### Gate-type map, run 1

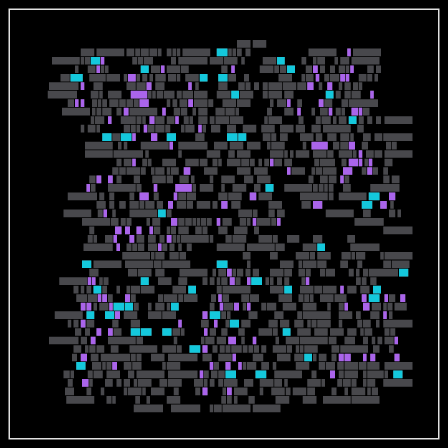
### Clock wiring as the flow saved it, run 1

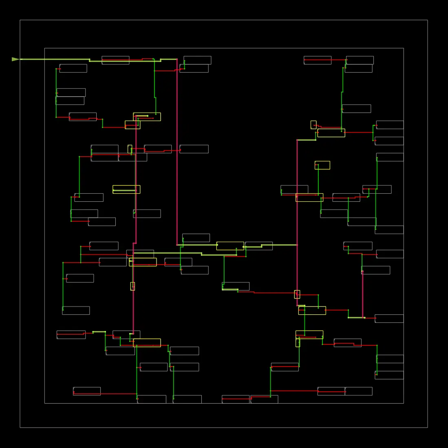
### Pin placement, run 1

The bar under the picture is 50 µm long. Pins as bars across the die edge, other pins in gray.
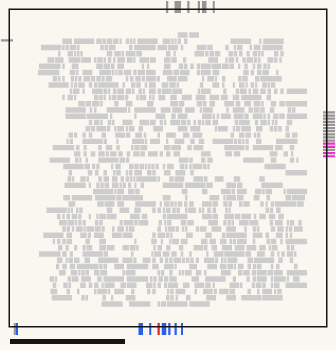
### Wire density map, run 1

27 x 27 tiles, from white (low) to dark blue (high), scaled to the fullest tile. Values are wire area over tile area, all layers added.
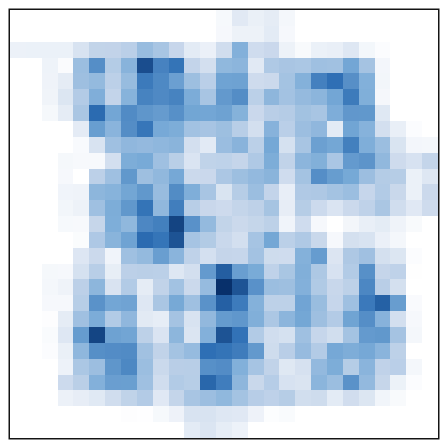
Design vga_bounce_sprites, sky130hd; sources not shown.
==> results.txt, run 1 <==
yosys + openroad results -> setup TNS=0 ns, Critical Path End Type=flip-flop, Peak VDD IR=around 0.15 mV, pin count of the biggest net entering global routing=61, crit path DRT=6.22 ns, hold path cells=1, Via-to-Cell Ratio=about 6.5, relative slew slack=0.3625, YS chip area=7655 µm², Layout area overhead=3.106%, hold_ws=0.5338 ns, Fmax=312.0 MHz, global-route wire length before repair=33.29 mm, hold_buf cts=0, ys flops=60, max_cap viols=0, Ports=36, top area contributor share=0.1863, vias in the first global route=6609, final clock skew=0.006461 ns, DIE AREA=18860 µm², crit share post-route=0.5342, crit start category=flip-flop, # Cells Yosys=977, synthesized area=approximately 7700 µm², RSZ-0062 raised after global routing=no, cts repair resizes=0, OpenROAD warnings=52, critical-path maximum fanout=10, Pre-antenna DRT Iters=6, Final nets=roughly 1.1k, fp_density=0.5287, Leakage=3.343 nW, initial antenna violation count=0, number of buffers created by CTS=9, Hold Crit Class=reg -> reg, Syn Nets=approximately 1.1k, syn_area_per_cell=around 7.8 µm², CTS root buffer=clkbuf_16, H-tree Lvls=3, Final ANT Viol Nets=0, CTS clk-pin slew, worst paths=0.06 ns, Synth Seq Share=0.1992, layout cells sized above 1=0.07503, most used flip-flop cell=dfrtp_1, grt ovf=0, fillcell total=roughly 1.4k, min cycle time layout=3.205 ns, cell type with the largest total area=ha_1, core area=14480 µm², Fin. Hold Viols=0, worst reg-to-reg setup slack=~2.8 ns, HPWL Detailed=around 15 mm, ANT cells=0, Max Slew Vio Count=0, yosys warns=0, DR DRC count=0, type of the worst setup path=reg -> reg, Post-synth ARST share=1.000, Worst EP arrival=3.43 ns, top area cells in the synthesized netlist=ha_1 19%, dfrtp_1 13%, dfstp_2 6.5%, # rows=~44, Iteration-0 DRC Markers=~490, status=complete, no violations, Worst R2R Path Depth=10, actual transition at the worst max-transition pin=0.9563 ns
Back to the opening pictures, 'Gate-type map':
purple -> nor cells  # cells 130, most used nor2_1, where widely spread
cyan -> non-inverting ao/oa cells  # cells 48, most used a21o_1, where widely spread
non-filler instance count after layout: 1117
combinational share of cell area: 0.7034

Back to the opening pictures, 'Clock wiring as the flow saved it':
clk_buf instances: 14
FF+latch count: 60
Sink Count: 60
Clock Latency Late Sink: 0.34 ns

Back to the opening pictures, 'Pin placement':
magenta -> green_o  # pins 4, direction output, edge east
red -> reset  # pins 1, direction input, edge south
blue -> y_i  # pins 9, direction input, edge south
all pins by edge = 15 east, 11 south, 9 north, 1 west
DIE HEIGHT: 137.3 µm
die width: 137.3 µm
I/O Buffers: 0

Back to the opening pictures, 'Wire density map':
densest ninth of the die = center
fullest tile = 0.66
nearly empty tiles = 26%
tiles over half the peak = 16%
mean over tiles = 0.17
DR vias: 7226
final WL: 19.74 mm
DR WL/cell: 17.67 µm
GRT Util Overall: 0.2162

-- run 1: metal layers --
layer | routed length [µm] | vias up | GRT usage
li1 | - | 3592 | -
met1 | 9444 | 3389 | 0.2980
met2 | 8995 | 213 | 0.3364
met3 | 867 | 32 | 0.02553
met4 | 430 | 0 | 0.08690
met5 | 0 | - | 0
-- run 1: synthesized netlist by cell type, drive strengths merged, types with 7 or more instances --
library cell / count
ha: 114
inv: 70
nand2: 70
a21oi: 69
o21ai: 69
nor2: 65
dfrtp: 41
nor3: 40
clkbuf: 39
nand3: 36
buf: 26
xnor2: 23
o211ai: 22
dfstp: 19
nand4: 19
a31oi: 18
and3: 15
o31ai: 14
a211oi: 12
a21o: 12
nor4: 10
a21boi: 9
o21a: 9
a22oi: 8
and4: 8
nor4b: 8
and2: 7
-- run 1: metrics by stage --
step	std cells	setup WS, ns	power [mW]	area [µm²]	util
3_3_place_gp	1101	2.817	2.750	7619	0.5262
4_1_cts	1117	2.777	3.285	7893	0.5451
6_report	1117	2.795	3.294	7893	0.5451
5_1_grt	1117	2.440	3.639	7893	0.5451
3_5_place_dp	1101	2.840	2.772	7619	0.5262
2_1_floorplan	977	3.193	2.390	7655	-
-- run 1: report_power, final --
| group | total (mW) | internal (mW) | switching, mW |
|---|---|---|---|
| logic | 1.79 | 0.755 | 1.03 |
| clock network | 0.495 | 0.301 | 0.194 |
| registers | 1.01 | 0.574 | 0.440 |
-- run 1: cells by family after synthesis --
kind of cell    share of synthesized area
xor+xnor                          0.03318
mux                              0.008009
simple gates                       0.2109
flops                              0.1992
compound gates                     0.2864
buf+inv                           0.07600
fa+ha+maj                          0.1863
-- run 1: layout make-up --
| cell class | count | area [µm²] | share of cell area |
|---|---|---|---|
| Tap cell | 184 | 230.2 | 0.02917 |
| Timing Repair Buffer | 5 | 37.54 | 0.004756 |
| Clock buffer | 14 | 264.0 | 0.03345 |
| Sequential cell | 60 | 1529 | 0.1937 |
| Multi-Input combinational cell | 780 | 5552 | 0.7034 |
| Clock inverter | 2 | 10.01 | 0.001268 |
| Inverter | 72 | 270.3 | 0.03424 |
-- run 1: worst max-delay path: stages (launching register included) --
cell	delay [ns]
dfrtp_1	0.56
inv_1	0.17
ha_1	0.32
inv_1	0.05
ha_1	0.28
a21o_1	0.15
a2111oi_0	0.39
a21oi_1	0.18
nor4_1	0.56
nor4b_1	0.16
a41o_1	0.26
-- run 1: placed cells by master, fill, tap and decap left out, types with 7 or more instances in the layout --
cell	count
dfstp_2	19
o21ai_0	63
xnor2_1	23
o21a_1	9
o211ai_1	22
a31oi_1	18
nor3_1	40
and3_1	13
a21o_1	12
nand2_1	69
ha_1	114
nand4_1	18
nand3_1	36
a21boi_0	8
inv_1	69
clkbuf_16	9
a211oi_1	12
dfrtp_1	38
nor2_1	65
o31ai_1	14
a21oi_1	68
and4_1	7
a22oi_1	8
nor4_1	10
==> inputs of run 2 (changes only) <==
--- a/config.mk
+++ b/config.mk
@@ -12,7 +12,7 @@
 export DONT_BUFFER_PORTS = 1
 export GPL_ROUTABILITY_DRIVEN = 0
 export HOLD_SLACK_MARGIN = 0.05
-export PLACE_DENSITY = 0.67
+export PLACE_DENSITY = 0.7
 export SLEW_MARGIN = 15
 export SYNTH_ARGS = -nofsm -noshare
 export SYNTH_HDL_FRONTEND = slang
==> constraint.sdc (replaced) <==
create_clock -name clk -period 2.65 [get_ports clk]
set_input_delay 0.3975 -clock clk [delete_from_list [all_inputs] [get_ports clk]]
set_output_delay 0.3975 -clock clk [all_outputs]
set_load 0.05 [all_outputs]
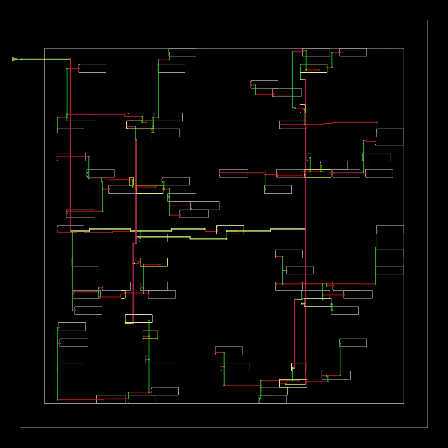
*Clock wiring as the flow saved it, run 2*
number of buffers created by CTS: 9
final clock skew: 0.007185 ns

==> run 2 against run 1 <==
Net effect: synthesized cell count unchanged; worst hold slack got worse by 0.36 ns; maximum frequency increased by 27%; power increased by 140%; register-to-register slack got worse by 2.7 ns; wire length increased by 4.1%; final area increased by 6.3%; flip-flop count unchanged; global-route usage increased by 0.54 points; clock skew increased by 0.00072 ns; non-clock buffer count increased by 51; highest routed layer unchanged.
==> results.txt, run 2 <==
yosys + openroad results -> status=complete, no violations, Clk network pwr share=0.143, Peak VDD IR=0.4425 mV, final worst slack=0.1203 ns, Area after DPL=8008 µm², Max Slew Vio Count=0, die width=137.3 µm, min cycle time layout=around 2.5 ns, Most Used Layer, Global Route=met2, yosys warns=0, met3 Use GR=0.02371, Final ANT Viol Nets=0, hold path cells=1, Commonest cells post-synth=114 x ha_1, 70 x inv_1, 70 x nand2_1, 68 x a21oi_1, 65 x nor2_1, GRT Util Overall=0.2216, Setup violations, final=0, # rows=44, cell type with the largest total area=ha_1, Synth Seq Share=0.1992, Syn Nets=1115, DR WL/cell=17.59 µm, Bufs on Longest Clock Path=2, HPWL Detailed=15.35 mm, pin count of the biggest net entering global routing=37, synthesized area=7655 µm², sequential power share=0.247, type of the worst setup path=reg -> reg, Place WS=-0.1151 ns, Comb pwr share=0.611, sequential cell area=1529 µm², Top cells excl fill/tap=113 x ha_1, 69 x inv_1, 69 x nand2_1, I/O Buffers=0, initial antenna violation count=0, Final nets=1117, Iteration-0 DRC Markers=733, CTS clk-pin slew, worst paths=around 0.05 ns, # Cells Yosys=between 900 and 1k, Comb area=5634 µm², vias in the first global route=6792, Worst R2R Path Depth=11, grt ovf=0, Fin. Hold Viols=0, syn_area_per_cell=7.835 µm², crit share post-route=0.9546, Critical Path End Type=flip-flop, H-tree Lvls=3, YS chip area=approximately 7700 µm², actual transition at the worst max-transition pin=between 1 and 1.5 ns, met2 global-route usage=0.3538, Top cell excl fill/tap=ha_1, Power Internal=4.142 mW, fp_density=0.5287, Sw Ratio=0.4867, ys flops=60, final core area utilization=0.5796, CTS root buffer=clkbuf_16, Hold Crit Class=in -> reg, most used flip-flop cell=dfrtp_1, Layout area overhead=9.627%, final WL=20.54 mm, fillcell total=1284, Sw Pwr=3.928 mW, crit path DRT=2.88 ns, max_cap viols=0, worst reg-to-reg setup slack=between 0.1 and 0.15 ns, Ports=36, Sink Count=60, Worst EP arrival=2.76 ns, Fmax=395.3 MHz, Via-to-Cell Ratio=6.410, Post-synth ARST share=1.000, Clock Latency Late Sink=0.35 ns, OpenROAD warnings=53, top area contributor share=0.1863, critical-path maximum fanout=5, top area cells in the synthesized netlist=ha_1 19%, dfrtp_1 13%, dfstp_2 6.5%, DIE HEIGHT=between 100 and 150 µm, Finished Cell Area=8392 µm², relative slew slack=0.3232, ANT cells=0, Leakage=about 3.6 nW, met1 Usage GRT=0.2981, Pre-antenna DRT Iters=5, DR vias=7487, count leader, synth=ha_1, DIE AREA=~19000 µm², global-route wire length before repair=33.89 mm, crit start category=flip-flop, DR DRC count=0
## run 2: critical path: stages (launching register included)
cell	delay (ns)
dfstp_2	0.56
buf_4	0.15
inv_1	0.05
ha_1	0.26
inv_1	0.04
ha_1	0.17
a21o_1	0.15
a221o_1	0.33
o2bb2ai_2	0.14
nor4_4	0.30
nor4b_2	0.08
a41o_1	0.18
## run 2: final cells by class
| type | instances | area share |
|---|---|---|
| Multi-Input combinational cell | 780 | 0.6714 |
| Sequential cell | 60 | 0.1822 |
| Timing Repair Buffer | 56 | 0.05308 |
| Clock buffer | 15 | 0.03310 |
| Inverter | 72 | 0.03221 |
| Tap cell | 184 | 0.02743 |
| Clock inverter | 1 | 0.0005964 |
## run 2: kinds of logic after synthesis
group	after synthesis	synth area share
fa+ha+maj	114	0.1863
xor+xnor	29	0.03318
flops	60	0.1992
buf+inv	137	0.07600
mux	6	0.008009
compound gates	322	0.2864
simple gates	309	0.2109
## run 2: routing by layer
layer	routed length [µm]	up-vias
met5	0	-
met4	507	0
met3	1016	37
met2	9488	260
met1	9527	3495
li1	-	3695
## run 2: power by group through the flow
stage	Sequential (mW)	Clock (mW)	Combinational [mW]
floorplan	1.62	0	3.80
global placement	1.97	0	4.62
detailed placement	1.98	0	4.70
CTS	1.98	1.17	4.74
global route	2.06	1.20	5.55
finish	1.99	1.15	4.93
## run 2: repair_timing
item | in CTS | in global routing
buffers inserted | 0 | 2
resized | 2 | 12
pin swaps | 2 | 6
endpoints found under the setup margin | 1 | 3
hold endpoints to repair | 17 | 0
hold buffers | 1 | 0
cloned | 0 | 0
## run 2: per-stage QoR
step / instances / hold slack (ns) / TNS, ns / total power [mW]
after floorplan: 977 / 0.4989 / 0 / 5.419
after global placement: 1149 / 0.4043 / -0.08776 / 6.589
after detailed placement: 1149 / 0.4066 / -0.1151 / 6.687
after CTS: 1166 / 0.1641 / 0 / 7.887
after global routing: 1168 / 0.1684 / -0.004881 / 8.816
final: 1168 / 0.1759 / 0 / 8.070
Power is estimated from default activity; no workload was simulated.
